[src/rtl/fetch_queue_n.sv]
// Decoupled fetch: issues one outstanding imem request at a time and queues {pc, inst} in order.
// Latency: request accept -> response (>=1 cycle) -> inst_valid next cycle; redirect flushes everything.
module fetch_queue_n #(
  parameter int              XLEN     = 32,
  parameter int              ILEN     = 32,
  parameter int              DEPTH    = 4,
  parameter logic [XLEN-1:0] RESET_PC = 32'h8000_0000
) (
  input  logic            clk,
  input  logic            rst,
  input  logic            redirect_valid,
  input  logic [XLEN-1:0] redirect_pc,
  output logic            imem_req_valid,
  input  logic            imem_req_ready,
  output logic [XLEN-1:0] imem_req_addr,
  input  logic            imem_resp_valid,
  input  logic [ILEN-1:0] imem_resp_data,
  output logic            inst_valid,
  input  logic            inst_ready,
  output logic [ILEN-1:0] inst_data,
  output logic [XLEN-1:0] inst_pc
);
  localparam int AW = $clog2(DEPTH);
  localparam int CW = AW + 1;

  logic [AW-1:0]   head_q, head_d, tail_q, tail_d;
  logic [CW-1:0]   count_q, count_d;
  logic            inflight_q, inflight_d;
  logic            kill_q, kill_d;
  logic [XLEN-1:0] fetch_pc_q, fetch_pc_d;
  logic [XLEN-1:0] pend_pc_q, pend_pc_d;

  logic [ILEN-1:0] data_q [DEPTH];
  logic [XLEN-1:0] pc_q   [DEPTH];

  logic            req_fire, resp_hit, push, pop;
  logic [CW:0]     used;
  logic            unused_redir_lsb;

  assign unused_redir_lsb = ^redirect_pc[1:0];

  // Credit counts the in-flight response as an occupied slot, so a push can never overflow.
  assign used           = {1'b0, count_q} + {{CW{1'b0}}, inflight_q};
  assign imem_req_valid = rst && !redirect_valid && (!inflight_q || imem_resp_valid) &&
                          (used < (CW+1)'(DEPTH));
  assign imem_req_addr  = fetch_pc_q;

  assign inst_valid = rst && (count_q != '0);
  assign inst_data  = data_q[head_q];
  assign inst_pc    = pc_q[head_q];

  assign req_fire = imem_req_valid && imem_req_ready;
  assign resp_hit = imem_resp_valid && inflight_q;
  assign push     = resp_hit && !kill_q && !redirect_valid;
  assign pop      = inst_valid && inst_ready && !redirect_valid;

  always_comb begin
    head_d     = head_q;
    tail_d     = tail_q;
    count_d    = count_q;
    inflight_d = inflight_q;
    kill_d     = kill_q;
    fetch_pc_d = fetch_pc_q;
    pend_pc_d  = pend_pc_q;
    if (redirect_valid) begin
      head_d     = '0;
      tail_d     = '0;
      count_d    = '0;
      fetch_pc_d = {redirect_pc[XLEN-1:2], 2'b00};
      // A response landing in the redirect cycle is simply dropped; otherwise kill the late one.
      inflight_d = inflight_q && !imem_resp_valid;
      kill_d     = inflight_q && !imem_resp_valid;
    end else begin
      if (req_fire) begin
        inflight_d = 1'b1;
        kill_d     = 1'b0;
        fetch_pc_d = fetch_pc_q + XLEN'(4);
        pend_pc_d  = fetch_pc_q;
      end else if (resp_hit) begin
        inflight_d = 1'b0;
        kill_d     = 1'b0;
      end
      if (push) tail_d = tail_q + AW'(1);
      if (pop)  head_d = head_q + AW'(1);
      case ({push, pop})
        2'b10:   count_d = count_q + CW'(1);
        2'b01:   count_d = count_q - CW'(1);
        default: count_d = count_q;
      endcase
    end
  end

  always_ff @(posedge clk) begin
    if (!rst) begin
      head_q     <= '0;
      tail_q     <= '0;
      count_q    <= '0;
      inflight_q <= 1'b0;
      kill_q     <= 1'b0;
      fetch_pc_q <= RESET_PC;
      pend_pc_q  <= RESET_PC;
    end else begin
      head_q     <= head_d;
      tail_q     <= tail_d;
      count_q    <= count_d;
      inflight_q <= inflight_d;
      kill_q     <= kill_d;
      fetch_pc_q <= fetch_pc_d;
      pend_pc_q  <= pend_pc_d;
    end
  end

  always_ff @(posedge clk) begin
    if (push) begin
      data_q[tail_q] <= imem_resp_data;
      pc_q[tail_q]   <= pend_pc_q;
    end
  end
endmodule

[config.mk]
export PLATFORM = sky130hd
export DESIGN_NAME = fetch_queue_n
export DESIGN_NICKNAME = d
export VERILOG_FILES = /design/src/rtl/fetch_queue_n.sv
export SDC_FILE = /design/constraint.sdc
export NUM_CORES = 1
export LEC_CHECK = 0
export ABC_AREA = 1
export CORE_ASPECT_RATIO = 0.6
export CORE_UTILIZATION = 35
export DETAILED_ROUTE_END_ITERATION = 10
export SKIP_LAST_GASP = 1
export SLEW_MARGIN = 20
export SYNTH_ARGS = -nofsm -noshare
export SYNTH_HDL_FRONTEND = slang
export SYNTH_SLANG_ARGS = --single-unit
[constraint.sdc]
create_clock -name clk -period 10.1 [get_ports clk]
set_input_delay 1.01 -clock clk [delete_from_list [all_inputs] [get_ports clk]]
set_output_delay 1.01 -clock clk [all_outputs]
set_load 0.03 [all_outputs]
clock_wires.png
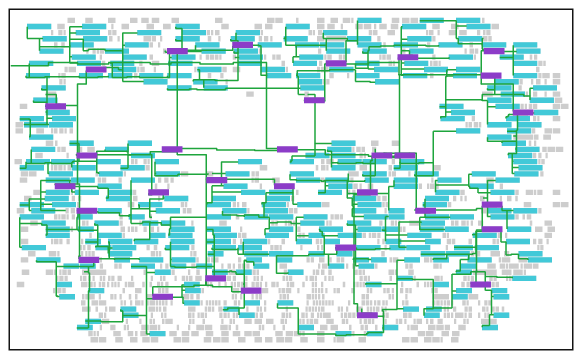
legend:
  clock-net drivers:
    colour: purple
    count: 31
  flip-flops:
    colour: cyan
    count: 319
  clock wires:
    colour: green
    length: 3970 um
routed clock nets: 32
flops lie: all over the die

port_trees.png
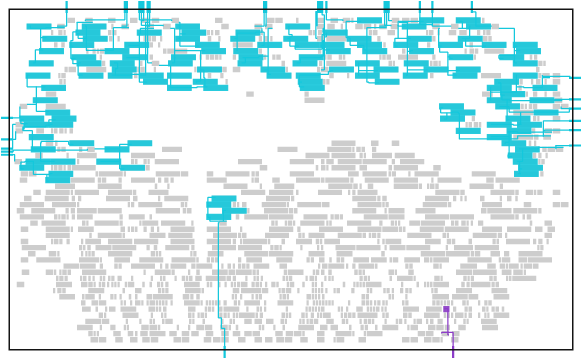
legend:
  imem_resp_data:
    colour: cyan
    bits: 32
    direction: input
    end_cells: 128
    buffers: 32
    wire: 1730 um
  imem_resp_valid:
    colour: purple
    bits: 1
    direction: input
    end_cells: 2
    buffers: 1
    wire: 25.9 um

placed.png
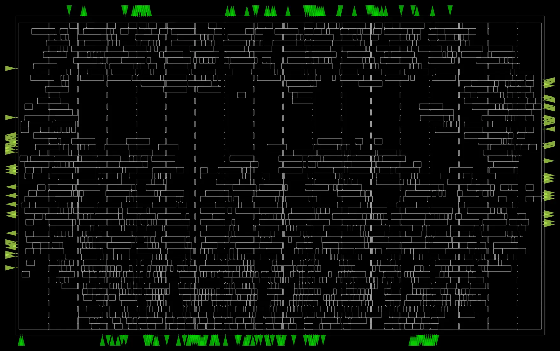
share of the final layout cell area in sequential cells: 0.559
FILL cells: 3252
Floorplan Core Area: 35500 um^2
tap cell count: 467
Seq cells: 319

pinout.png
Pins as bars across the die edge, other pins in grey.
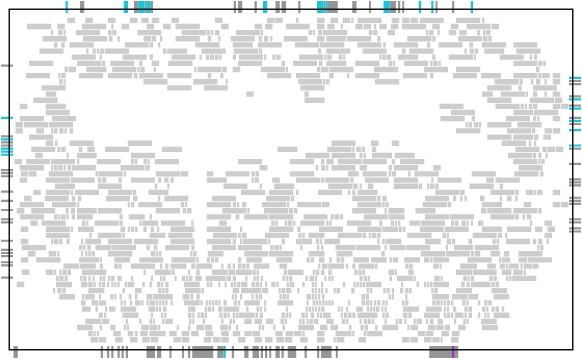
legend:
  imem_resp_valid:
    colour: purple
    pins: 1
    direction: input
    edge: south
  imem_resp_data:
    colour: cyan
    pins: 32
    direction: input
    edge: 20 north, 6 east, 5 west, 1 south

==> summary.txt <==
fresh numbers from the pnr run: clock skew after layout=a little over 0.008 ns, Compound-Gate Fraction of Synth Area=0.124, largest fanout of any net on the critical path=~96, stage-log warning count=31, final routed DRC violation total=0, number of antenna repair diodes=0, Synth top cell by count=sky130_fd_sc_hd__edfxtp_1, number of top-level pins=between 150 and 200, number of buffers on the longest clock path=3, fraction of layout cells with a size suffix above 1=0.0609, Syn Std Cell Area=around 13000 um^2, wirelength, routed=approximately 32 mm, number of distinct library cell variants in the gate-level netlist after synthesis=37, floorplan die area=about 37000 um^2, cell type with the largest total area after synthesis=sky130_fd_sc_hd__edfxtp_1, multiplexer fraction of the synthesized cell area=0, peak ir drop on the vdd network=between 0.1 and 0.15 mV, top library cells by usage in the layout, fill and taps aside=sky130_fd_sc_hd__edfxtp_1, sky130_fd_sc_hd__nor2_1, sky130_fd_sc_hd__o21ai_0, sky130_fd_sc_hd__clkdlybuf4s50_1, sky130_fd_sc_hd__nand2_1, number of buffers added for setup after CTS=0, WS Path Type=register to output pin, kind of capture point of the worst setup path=output pin, maximum level of the CTS H-tree=1, yosys cell count=about 1.2k, core utilization before placement=0.361, global placement routability congestion=0.906, DP Worst Slack=6.01 ns, CTS tree=built, Starting DRT DRC Count=just under 700, Die H=150 um, total power after layout=approximately 2800 uW, simple-gate area share of the yosys netlist=0.125, Final TNS setup=0 ns, Critical Path Source Type=register, setup ws final=between 5 and 6 ns, prevailing logic family in the synthesized netlist=simple AND/OR/NAND/NOR gates, clock slew seen by the registers of the worst setup and hold paths=approximately 0.060 ns, post-synthesis chip area from yosys=~13000 um^2, post-synthesis share of cell area spent on full adders, half adders and majority gates=0.00743, minimum clock period=4.64 ns, Synth area leaders=sky130_fd_sc_hd__edfxtp_1, sky130_fd_sc_hd__dfxtp_1, sky130_fd_sc_hd__o21ai_0, sky130_fd_sc_hd__nor2_1, sky130_fd_sc_hd__nand2_1, number of vias in the routed layout=around 9.0k, cell types with the highest counts after synthesis=sky130_fd_sc_hd__edfxtp_1, sky130_fd_sc_hd__nor2_1, sky130_fd_sc_hd__o21ai_0, Relative slew margins=0.285, predominant post-synthesis flop cell=sky130_fd_sc_hd__edfxtp_1, CTS Buf Count=31, run status=completed, Synth Warn #=0, residual antenna-violating net count after detailed routing=0
==> flip-flops by register name (all words and copies together), names as in the netlist, named ones only <==
register	flops
imem_req_addr	30
count_q	3
tail_q	2
pend_pc_q	30
data_q	128
pc_q	120
head_q	2
inflight_q	1
kill_q	1
==> stage by stage <==
stage / hold slack, ns / std cells / area, um^2 / utilization
final: 0.452 / 1796 / 15900 / 0.448
after global routing: 0.479 / 1796 / 15900 / 0.448
after CTS: 0.456 / 1796 / 15900 / 0.448
after detailed placement: 0.446 / 1739 / 14800 / 0.418
after global placement: 0.445 / 1739 / 14800 / 0.418
after floorplan: 0.436 / 1165 / 12800 / -
==> power breakdown <==
| part | leakage [uW] | total (uW) | internal [uW] | switching, uW |
|---|---|---|---|---|
| registers | 0.00283 | 1440 | 1420 | 21.2 |
| logic | 0.00206 | 129 | 55.8 | 73.3 |
| clock network | 0.000520 | 1180 | 679 | 502 |
==> final timing paths <==
path	cells after the start	to	slack, ns	from
setup / recovery	5	inst_pc[16]	5.46	register
hold / removal	2	register	0.45	head_q[1]$_SDFFE_PP0P_
setup reg to reg	5	data_q[2][3]$_DFFE_PP_	7.40	inflight_q$_SDFFE_PN0P_
hold reg to reg	2	register	0.45	head_q[1]$_SDFFE_PP0P_
==> critical path, stage by stage (launching register included) <==
cell and delay [ns]:
sky130_fd_sc_hd__dfxtp_4 0.44, sky130_fd_sc_hd__clkinv_2 0.31, sky130_fd_sc_hd__buf_4 0.83, sky130_fd_sc_hd__o21ai_0 0.19
sky130_fd_sc_hd__o22ai_1 0.46, sky130_fd_sc_hd__clkdlybuf4s50_1 0.77
==> final cells by class <==
| class | count | area [um^2] | share of cell area |
|---|---|---|---|
| clock buffers | 42 | 900 | 0.0566 |
| clock inverters | 15 | 144 | 0.00906 |
| inverters | 65 | 249 | 0.0157 |
| multi-input cells | 715 | 3430 | 0.216 |
| flip-flops and latches | 319 | 8870 | 0.559 |
| well taps | 467 | 584 | 0.0368 |
| repair buffers | 173 | 1700 | 0.107 |
==> kinds of logic (layout without fill, tap and decap cells) <==
group	after synthesis	in the layout
adders and majority gates	7	7
buffers and inverters	131	295
other	1	4
xor gates and xnor gates	11	11
AOI/OAI and AO/OA	295	295
and+or+nand+nor	398	398
DFF	319	319
==> layer usage <==
layer	track usage	wire length (um)	up-vias
met3	0.0346	2000	39
met1	0.251	15800	4363
met2	0.257	14000	265
li1	-	-	4379
met4	0.0304	444	0
met5	0	0	-
Power and IR drop assume default switching activity.
